$ cat src/rtl/apb4_master_arbiter.sv
// apb4_master_arbiter: shares one APB4 master port between NUM_REQ local
// requesters. Round-robin arbitration with a single transfer in flight and an
// optional ACCESS-phase watchdog that ends a stalled transfer with an error.
//
// Command handshake: a command moves from requester k when req_valid_i[k] and
// req_ready_o[k] are both high in the same cycle. req_ready_o is only ever
// raised in IDLE, at most one bit at a time, and the requester's fields are
// sampled in that cycle only. Responses are a one-cycle rsp_valid_o pulse to
// the owner with no backpressure.
module apb4_master_arbiter #(
  parameter int NUM_REQ    = 2,
  parameter int ADDR_WIDTH = 32,
  parameter int DATA_WIDTH = 32,
  parameter int TIMEOUT    = 256
) (
  input  logic                              clk_i,
  input  logic                              rst_n_i,
  input  logic [NUM_REQ-1:0]                req_valid_i,
  output logic [NUM_REQ-1:0]                req_ready_o,
  input  logic [NUM_REQ*ADDR_WIDTH-1:0]     req_addr_i,
  input  logic [NUM_REQ-1:0]                req_write_i,
  input  logic [NUM_REQ*DATA_WIDTH-1:0]     req_wdata_i,
  input  logic [NUM_REQ*DATA_WIDTH/8-1:0]   req_strb_i,
  output logic [NUM_REQ-1:0]                rsp_valid_o,
  output logic [DATA_WIDTH-1:0]             rsp_rdata_o,
  output logic                              rsp_err_o,
  output logic [ADDR_WIDTH-1:0]             paddr_o,
  output logic [2:0]                        pprot_o,
  output logic                              psel_o,
  output logic                              penable_o,
  output logic                              pwrite_o,
  output logic [DATA_WIDTH-1:0]             pwdata_o,
  output logic [DATA_WIDTH/8-1:0]           pstrb_o,
  input  logic [DATA_WIDTH-1:0]             prdata_i,
  input  logic                              pready_i,
  input  logic                              pslverr_i,
  output logic [1:0]                        dbg_state_o
);

  localparam int SW = DATA_WIDTH / 8;
  localparam int GW = (NUM_REQ > 1) ? $clog2(NUM_REQ) : 1;
  localparam int CW = (TIMEOUT > 1) ? $clog2(TIMEOUT) : 1;
  localparam logic [CW-1:0] CNT_LAST  = (TIMEOUT > 0) ? CW'(TIMEOUT - 1) : '0;
  localparam logic [GW-1:0] LAST_INIT = GW'(NUM_REQ - 1);

  typedef enum logic [1:0] {
    ST_IDLE   = 2'd0,
    ST_SETUP  = 2'd1,
    ST_ACCESS = 2'd2
  } state_e;

  state_e            state_q, state_d;
  logic [GW-1:0]     last_grant_q, last_grant_d;
  logic [GW-1:0]     owner_q, owner_d;
  logic [ADDR_WIDTH-1:0] addr_q, addr_d;
  logic              write_q, write_d;
  logic [DATA_WIDTH-1:0] wdata_q, wdata_d;
  logic [SW-1:0]     strb_q, strb_d;
  logic              psel_q, psel_d;
  logic              penable_q, penable_d;
  logic [CW-1:0]     cnt_q, cnt_d;
  logic [NUM_REQ-1:0] rsp_valid_q, rsp_valid_d;
  logic [DATA_WIDTH-1:0] rsp_rdata_q, rsp_rdata_d;
  logic              rsp_err_q, rsp_err_d;

  logic              grant_found;
  logic [GW-1:0]     grant_idx;
  logic [ADDR_WIDTH-1:0] sel_addr;
  logic              sel_write;
  logic [DATA_WIDTH-1:0] sel_wdata;
  logic [SW-1:0]     sel_strb;

  // Round-robin pick: lowest valid index above last_grant, else lowest overall.
  always_comb begin
    grant_found = 1'b0;
    grant_idx   = '0;
    for (int j = NUM_REQ - 1; j >= 0; j--) begin
      if (req_valid_i[j] && (GW'(j) <= last_grant_q)) begin
        grant_found = 1'b1;
        grant_idx   = GW'(j);
      end
    end
    for (int j = NUM_REQ - 1; j >= 0; j--) begin
      if (req_valid_i[j] && (GW'(j) > last_grant_q)) begin
        grant_found = 1'b1;
        grant_idx   = GW'(j);
      end
    end
  end

  // Select the winning requester's command fields from the packed buses.
  always_comb begin
    sel_addr  = '0;
    sel_write = 1'b0;
    sel_wdata = '0;
    sel_strb  = '0;
    for (int j = 0; j < NUM_REQ; j++) begin
      if (GW'(j) == grant_idx) begin
        sel_addr  = req_addr_i[j*ADDR_WIDTH +: ADDR_WIDTH];
        sel_write = req_write_i[j];
        sel_wdata = req_wdata_i[j*DATA_WIDTH +: DATA_WIDTH];
        sel_strb  = req_strb_i[j*SW +: SW];
      end
    end
  end

  // Accept is combinational and only possible while idle.
  always_comb begin
    req_ready_o = '0;
    if ((state_q == ST_IDLE) && grant_found) begin
      req_ready_o[grant_idx] = 1'b1;
    end
  end

  // FSM next state, command capture, APB phase control and response build.
  always_comb begin
    state_d      = state_q;
    last_grant_d = last_grant_q;
    owner_d      = owner_q;
    addr_d       = addr_q;
    write_d      = write_q;
    wdata_d      = wdata_q;
    strb_d       = strb_q;
    psel_d       = psel_q;
    penable_d    = penable_q;
    cnt_d        = cnt_q;
    rsp_valid_d  = '0;
    rsp_rdata_d  = rsp_rdata_q;
    rsp_err_d    = rsp_err_q;
    case (state_q)
      ST_IDLE: begin
        if (grant_found) begin
          owner_d      = grant_idx;
          last_grant_d = grant_idx;
          addr_d       = sel_addr;
          write_d      = sel_write;
          wdata_d      = sel_wdata;
          strb_d       = sel_write ? sel_strb : '0;
          psel_d       = 1'b1;
          state_d      = ST_SETUP;
        end
      end
      ST_SETUP: begin
        penable_d = 1'b1;
        cnt_d     = '0;
        state_d   = ST_ACCESS;
      end
      ST_ACCESS: begin
        if (pready_i) begin
          psel_d               = 1'b0;
          penable_d            = 1'b0;
          rsp_valid_d[owner_q] = 1'b1;
          rsp_rdata_d          = write_q ? '0 : prdata_i;
          rsp_err_d            = pslverr_i;
          cnt_d                = '0;
          state_d              = ST_IDLE;
        end else if ((TIMEOUT != 0) && (cnt_q == CNT_LAST)) begin
          // Watchdog expiry: abandon the slave and report an error.
          psel_d               = 1'b0;
          penable_d            = 1'b0;
          rsp_valid_d[owner_q] = 1'b1;
          rsp_rdata_d          = '0;
          rsp_err_d            = 1'b1;
          cnt_d                = '0;
          state_d              = ST_IDLE;
        end else if (TIMEOUT != 0) begin
          cnt_d = cnt_q + 1'b1;
        end
      end
      default: begin
        state_d = ST_IDLE;
      end
    endcase
  end

  // State and datapath registers; async reset aborts any transfer silently.
  always_ff @(posedge clk_i or negedge rst_n_i) begin
    if (!rst_n_i) begin
      state_q      <= ST_IDLE;
      last_grant_q <= LAST_INIT;
      owner_q      <= '0;
      addr_q       <= '0;
      write_q      <= 1'b0;
      wdata_q      <= '0;
      strb_q       <= '0;
      psel_q       <= 1'b0;
      penable_q    <= 1'b0;
      cnt_q        <= '0;
      rsp_valid_q  <= '0;
      rsp_rdata_q  <= '0;
      rsp_err_q    <= 1'b0;
    end else begin
      state_q      <= state_d;
      last_grant_q <= last_grant_d;
      owner_q      <= owner_d;
      addr_q       <= addr_d;
      write_q      <= write_d;
      wdata_q      <= wdata_d;
      strb_q       <= strb_d;
      psel_q       <= psel_d;
      penable_q    <= penable_d;
      cnt_q        <= cnt_d;
      rsp_valid_q  <= rsp_valid_d;
      rsp_rdata_q  <= rsp_rdata_d;
      rsp_err_q    <= rsp_err_d;
    end
  end

  assign paddr_o     = addr_q;
  assign pprot_o     = 3'b000;
  assign psel_o      = psel_q;
  assign penable_o   = penable_q;
  assign pwrite_o    = write_q;
  assign pwdata_o    = wdata_q;
  assign pstrb_o     = strb_q;
  assign rsp_valid_o = rsp_valid_q;
  assign rsp_rdata_o = rsp_rdata_q;
  assign rsp_err_o   = rsp_err_q;
  assign dbg_state_o = state_q;

endmodule

$ cat config.mk
export PLATFORM = sky130hd
export DESIGN_NAME = apb4_master_arbiter
export DESIGN_NICKNAME = d
export VERILOG_FILES = /design/src/rtl/apb4_master_arbiter.sv
export SDC_FILE = /design/constraint.sdc
export NUM_CORES = 1
export LEC_CHECK = 0
export CAP_MARGIN = 20
export CORE_UTILIZATION = 39
export DETAILED_ROUTE_END_ITERATION = 10
export PLACE_DENSITY = 0.81
export SYNTH_ARGS = -nofsm -noshare
export SYNTH_HDL_FRONTEND = slang
export SYNTH_SLANG_ARGS = --single-unit
$ cat constraint.sdc
create_clock -name clk_i -period 2 [get_ports clk_i]
set_input_delay 0.4 -clock clk_i [delete_from_list [all_inputs] [get_ports clk_i]]
set_output_delay 0.4 -clock clk_i [all_outputs]
set_load 0.03 [all_outputs]
==> run_1/cell_classes.png <==
Bar = 20 µm.
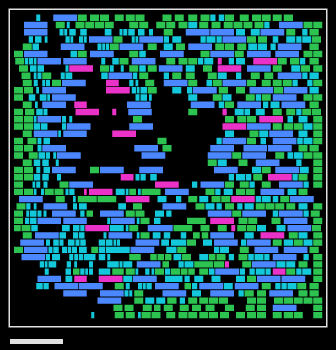
[flops] blue | cells: 118 | share of their area: 34%
[clock drivers and dummy loads] magenta | cells: 28 | share of their area: 6.0%
[other buffers and delay cells] green | cells: 306 | share of their area: 35%
[all other logic] cyan | cells: 318 | share of their area: 25%
Std-Cell Core Area: 0.01324 mm²
Final Util: 67.84%
num rows: 42
total non-filler cell area in the finished layout: 0.008984 mm²

==> run_1/gate_families.png <==
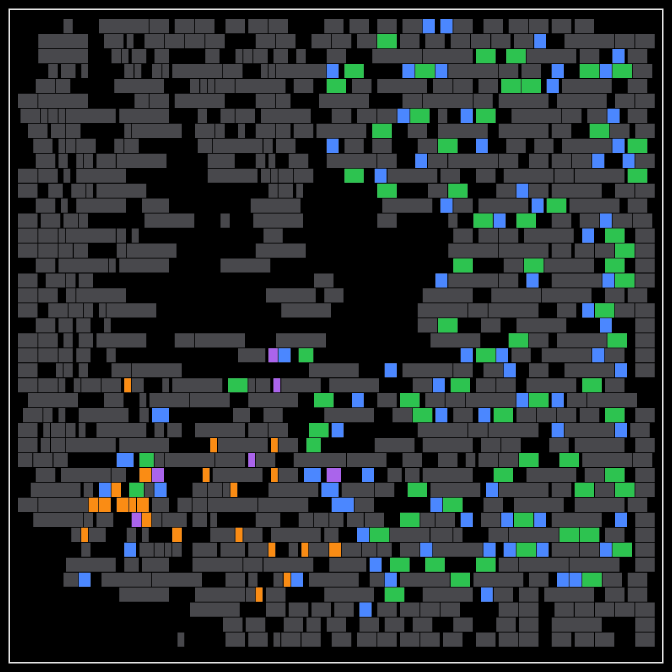
[AND and OR gates] blue | cells: 76 | most used: and2_1
[NAND gates] orange | cells: 22 | most used: nand2_1
[AND-OR and OR-AND gates] green | cells: 69 | most used: a221o_1
[NOR gates] purple | cells: 6
dominant logic cell type in the layout: sky130_fd_sc_hd__clkdlybuf4s50_1
non-filler instance count after layout: 948
Comb/total area: 22.81%

==> run_1/clock_map.png <==
Bar = 20 µm.
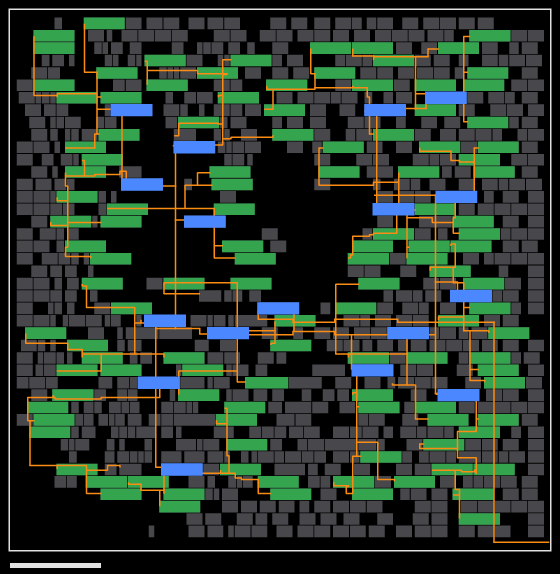
[cells driving clock nets] blue | count: 17
[clock wires] orange | length: 1490 µm
[flip-flops] green | count: 118
routed clock nets: 18
flops lie: all over the die
insertion delay to the later sink of the worst-skew pair: 0.40 ns
clock network power: 2.68 mW
Clock Power Share: 18.5%
clock skew: 0.007537 ns

==> changes_impl.md, run 1 <==
### Physical design

- Status: complete, no violations
- Vias per Instance: 5.384
- Antenna diodes: 2
- Slowest stage cell on the critical path: sky130_fd_sc_hd__dfrtp_1
- Io pins: 289
- Cell type contributing the most total cell area after synthesis: sky130_fd_sc_hd__dfrtp_1
- Worst Path Class, Setup: flop to output pin
- Gate count after technology mapping: 471
- Shortest period the worst path allows: 1.928 ns
- Placed wire-length estimate after detailed placement: 13.17 mm
- Setup Total Neg Slack: 0 ns
- Chip width: 118.5 µm
- XORs/XNORs by Area: 0.3307%
- FF-to-FF setup slack: 0.31 ns
- Chip area: 0.01405 mm²
- Type of the worst min-delay path: flop to flop
- Instance area after placement: 0.008417 mm²
- R2R Path End: cnt_q[6]$_DFFE_PN0P_
- DR vias: 5104
- Area of combinational cells with multiple inputs: 0.002049 mm²
==> run 1 -> run 2 <==
Settings changed: MAX_ROUTING_LAYER from default to met4, SKIP_CTS_REPAIR_TIMING from default to 1.
==> run_2/clock_map.png <==
Bar = 20 µm.
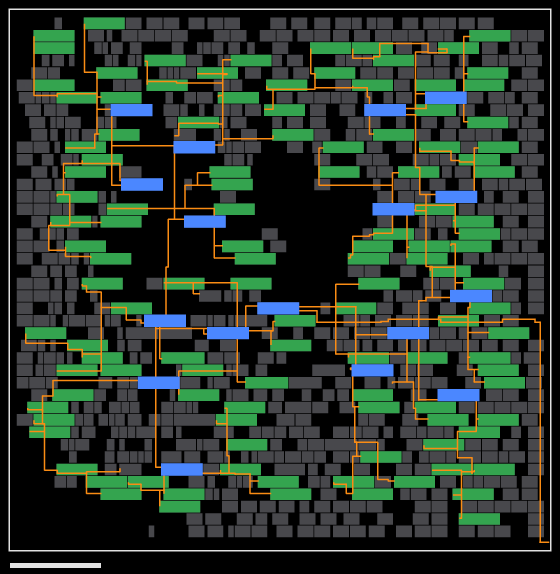
[flip-flops] green | count: 118
[cells driving clock nets] blue | count: 17
[clock wires] orange | length: 1520 µm
routed clock nets: 18
clock skew: 0.005513 ns

==> run_2/registers.png <==
Bar = 20 µm. Other sequential cells in the stronger grey, the rest of the logic in the fainter grey.
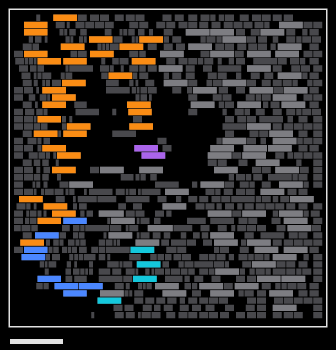
[`rsp_valid_o`] purple | sequential cells: 2
[`pstrb_o`] cyan | sequential cells: 4 | where: bottom centre
[`rsp_rdata_o`] orange | sequential cells: 32
[`cnt_q`] blue | sequential cells: 8 | where: lower left
not coloured: 72
Seq/total area: 32.91%
Final Util: 67.81%
P_seq: 4.11 mW

==> run 2 against run 1 <==
Effect of this change:
- via count is 0.78% higher
- register-to-register slack worse by 0.08 ns
- die area stayed put
- largest cell class unchanged
==> changes_impl.md, run 2 <==
### Physical design

- Status: complete, no violations
- Clock network power: 2.68 mW
- R2R Path End: rsp_rdata_o[5]$_DFFE_PN0P_
- Detail Route met2 WL: 9.067 mm
- Final slew viol count: 0
- # clk buffers: 23
- Worst Path Class, Setup: flop to output pin
- Insertion delay to the later sink of the worst-skew pair: 0.40 ns
- Non-filler instance count after layout: 948
- Dominant logic cell type in the layout: sky130_fd_sc_hd__clkdlybuf4s50_1
- Chip width: 118.5 µm
- Comb/total area: 22.80%
- Type of the worst min-delay path: flop to flop
- Uppermost routed layer: met4
- Chip area: 0.01405 mm²
- Gate count after technology mapping: 471
- Antenna diodes: 2
- Std-Cell Core Area: 0.01324 mm²
- Vias per Instance: 5.426
- Placed wire-length estimate after detailed placement: 13.17 mm
- Flop Count: 118
- Number of non-clock inverters in the layout: 38
- Num rows: 42
- Worst VDD drop: 0.7509 mV
- XORs/XNORs by Area: 0.3307%
- Slowest stage cell on the critical path: sky130_fd_sc_hd__dfrtp_2
- Instance area after placement: 0.008417 mm²
- Clock Power Share: 18.5%
- Setup Total Neg Slack: 0 ns
- Routed length on met1: 7.047 mm
- DR vias: 5144
- Io pins: 289
- Post-layout power: 14.50 mW
- Cell type contributing the most total cell area after synthesis: sky130_fd_sc_hd__dfrtp_1
- Max-slew headroom at the worst pin: 58.27%
==> run_2/cell_classes.png <==
Bar = 20 µm.
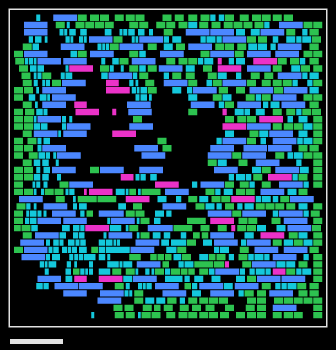
[other buffers and delay cells] green | cells: 306 | share of their area: 35%
[flops] blue | cells: 118 | share of their area: 34%
[all other logic] cyan | cells: 318 | share of their area: 25%
[clock drivers and dummy loads] magenta | cells: 28 | share of their area: 6.0%
total non-filler cell area in the finished layout: 0.008980 mm²

==> run 2 -> run 3 <==
Settings changed: ABC_CLOCK_PERIOD_IN_PS from default to 2000, CORE_ASPECT_RATIO from default to 0.7.
==> run_3/registers.png <==
Bar = 50 µm. Other sequential cells in the stronger grey, the rest of the logic in the fainter grey.
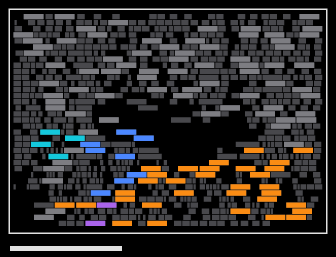
[`pstrb_o`] cyan | sequential cells: 4 | where: middle left
[`rsp_rdata_o`] orange | sequential cells: 32
[`cnt_q`] blue | sequential cells: 8
[`rsp_valid_o`] purple | sequential cells: 2
not coloured: 72
Seq/total area: 32.80%
Storage cell area: 0.002957 mm²
Final Util: 68.39%

==> run_3/clock_map.png <==
Bar = 50 µm.
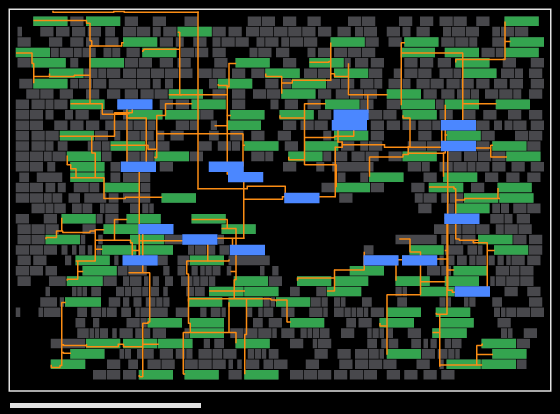
[flip-flops] green | count: 118
[cells driving clock nets] blue | count: 17
[clock wires] orange | length: 1600 µm
flops lie: all over the die
routed clock nets: 18
Clock Power Share: 20.8%
clock skew: 0.01014 ns

==> run 3 against run 2 <==
Effect of this change:
- fmax decreased by 1.1%
- highest routed layer unchanged
- count of clock-buffer cells in the layout down 1
- cell count is 0.74% higher
- synthesized cell count stayed put
- total power grew 2.8%
- die area is essentially flat
- combinational power hardly changed
- clock power grew 15%
- via count fell by 3.0%
==> changes_impl.md, run 3 <==
### Physical design

- Instance area after placement: 0.008386 mm²
- Clock network power: 3.09 mW
- Flop Count: 118
- Cell type contributing the most total cell area after synthesis: sky130_fd_sc_hd__dfrtp_1
- Placed wire-length estimate after detailed placement: 12.93 mm
- Area of combinational cells with multiple inputs: 0.002047 mm²
- Clock buffers created by TritonCTS: 17
- Deepest level of the CTS H-tree: 4
- Type of the worst min-delay path: input pin to asynchronous set/reset pin
- # clk buffers: 22
- Detail Route met2 WL: 8.918 mm
- Insertion delay to the later sink of the worst-skew pair: 0.40 ns
- Chip area: 0.01406 mm²
- XORs/XNORs by Area: 0.3307%
- DR vias: 4989
- WL per Instance: 18.83 µm
- Worst VDD drop: 0.8339 mV
- Setup-violating endpoint count in the final report: 0
- Final-layout clock-cell area share: 6.648%
- Number of non-clock inverters in the layout: 38
- Max-area cell class: non-clock buffers
- Uppermost routed layer: met4
- P_seq: 4.11 mW
- Vias per Instance: 5.224
- Worst Path Class, Setup: flop to output pin
- Dominant logic cell type in the layout: sky130_fd_sc_hd__clkdlybuf4s50_1
- Routed length on met1: 7.439 mm
- Max-slew headroom at the worst pin: 58.26%
- Gate count after technology mapping: 471
- FF-to-FF setup slack: 0.25 ns
- Comb/total area: 22.71%
- Post-layout power: 14.91 mW
- Non-filler instance count after layout: 955
- Slowest stage cell on the critical path: sky130_fd_sc_hd__dfrtp_2
- Placement-stage worst setup slack: -0.02184 ns
- CP Buf/Inv Count: 2
- Nets: 938
- Setup Total Neg Slack: 0 ns
- Shortest period the worst path allows: 1.935 ns
- Status: complete, no violations
- Io pins: 289
- Chip width: 141.3 µm
- Antenna diodes: 1
==> run_3/cell_classes.png <==
Bar = 50 µm.
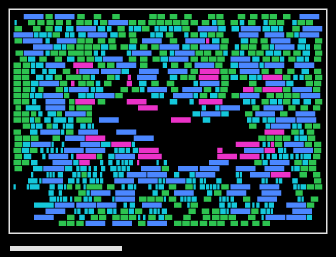
[clock drivers and dummy loads] magenta | cells: 31 | share of their area: 6.8%
[other buffers and delay cells] green | cells: 302 | share of their area: 35%
[flops] blue | cells: 118 | share of their area: 34%
[all other logic] cyan | cells: 318 | share of their area: 25%
total non-filler cell area in the finished layout: 0.009015 mm²
num rows: 35
Std-Cell Core Area: 0.01318 mm²

Power is estimated from default activity; no workload was simulated.
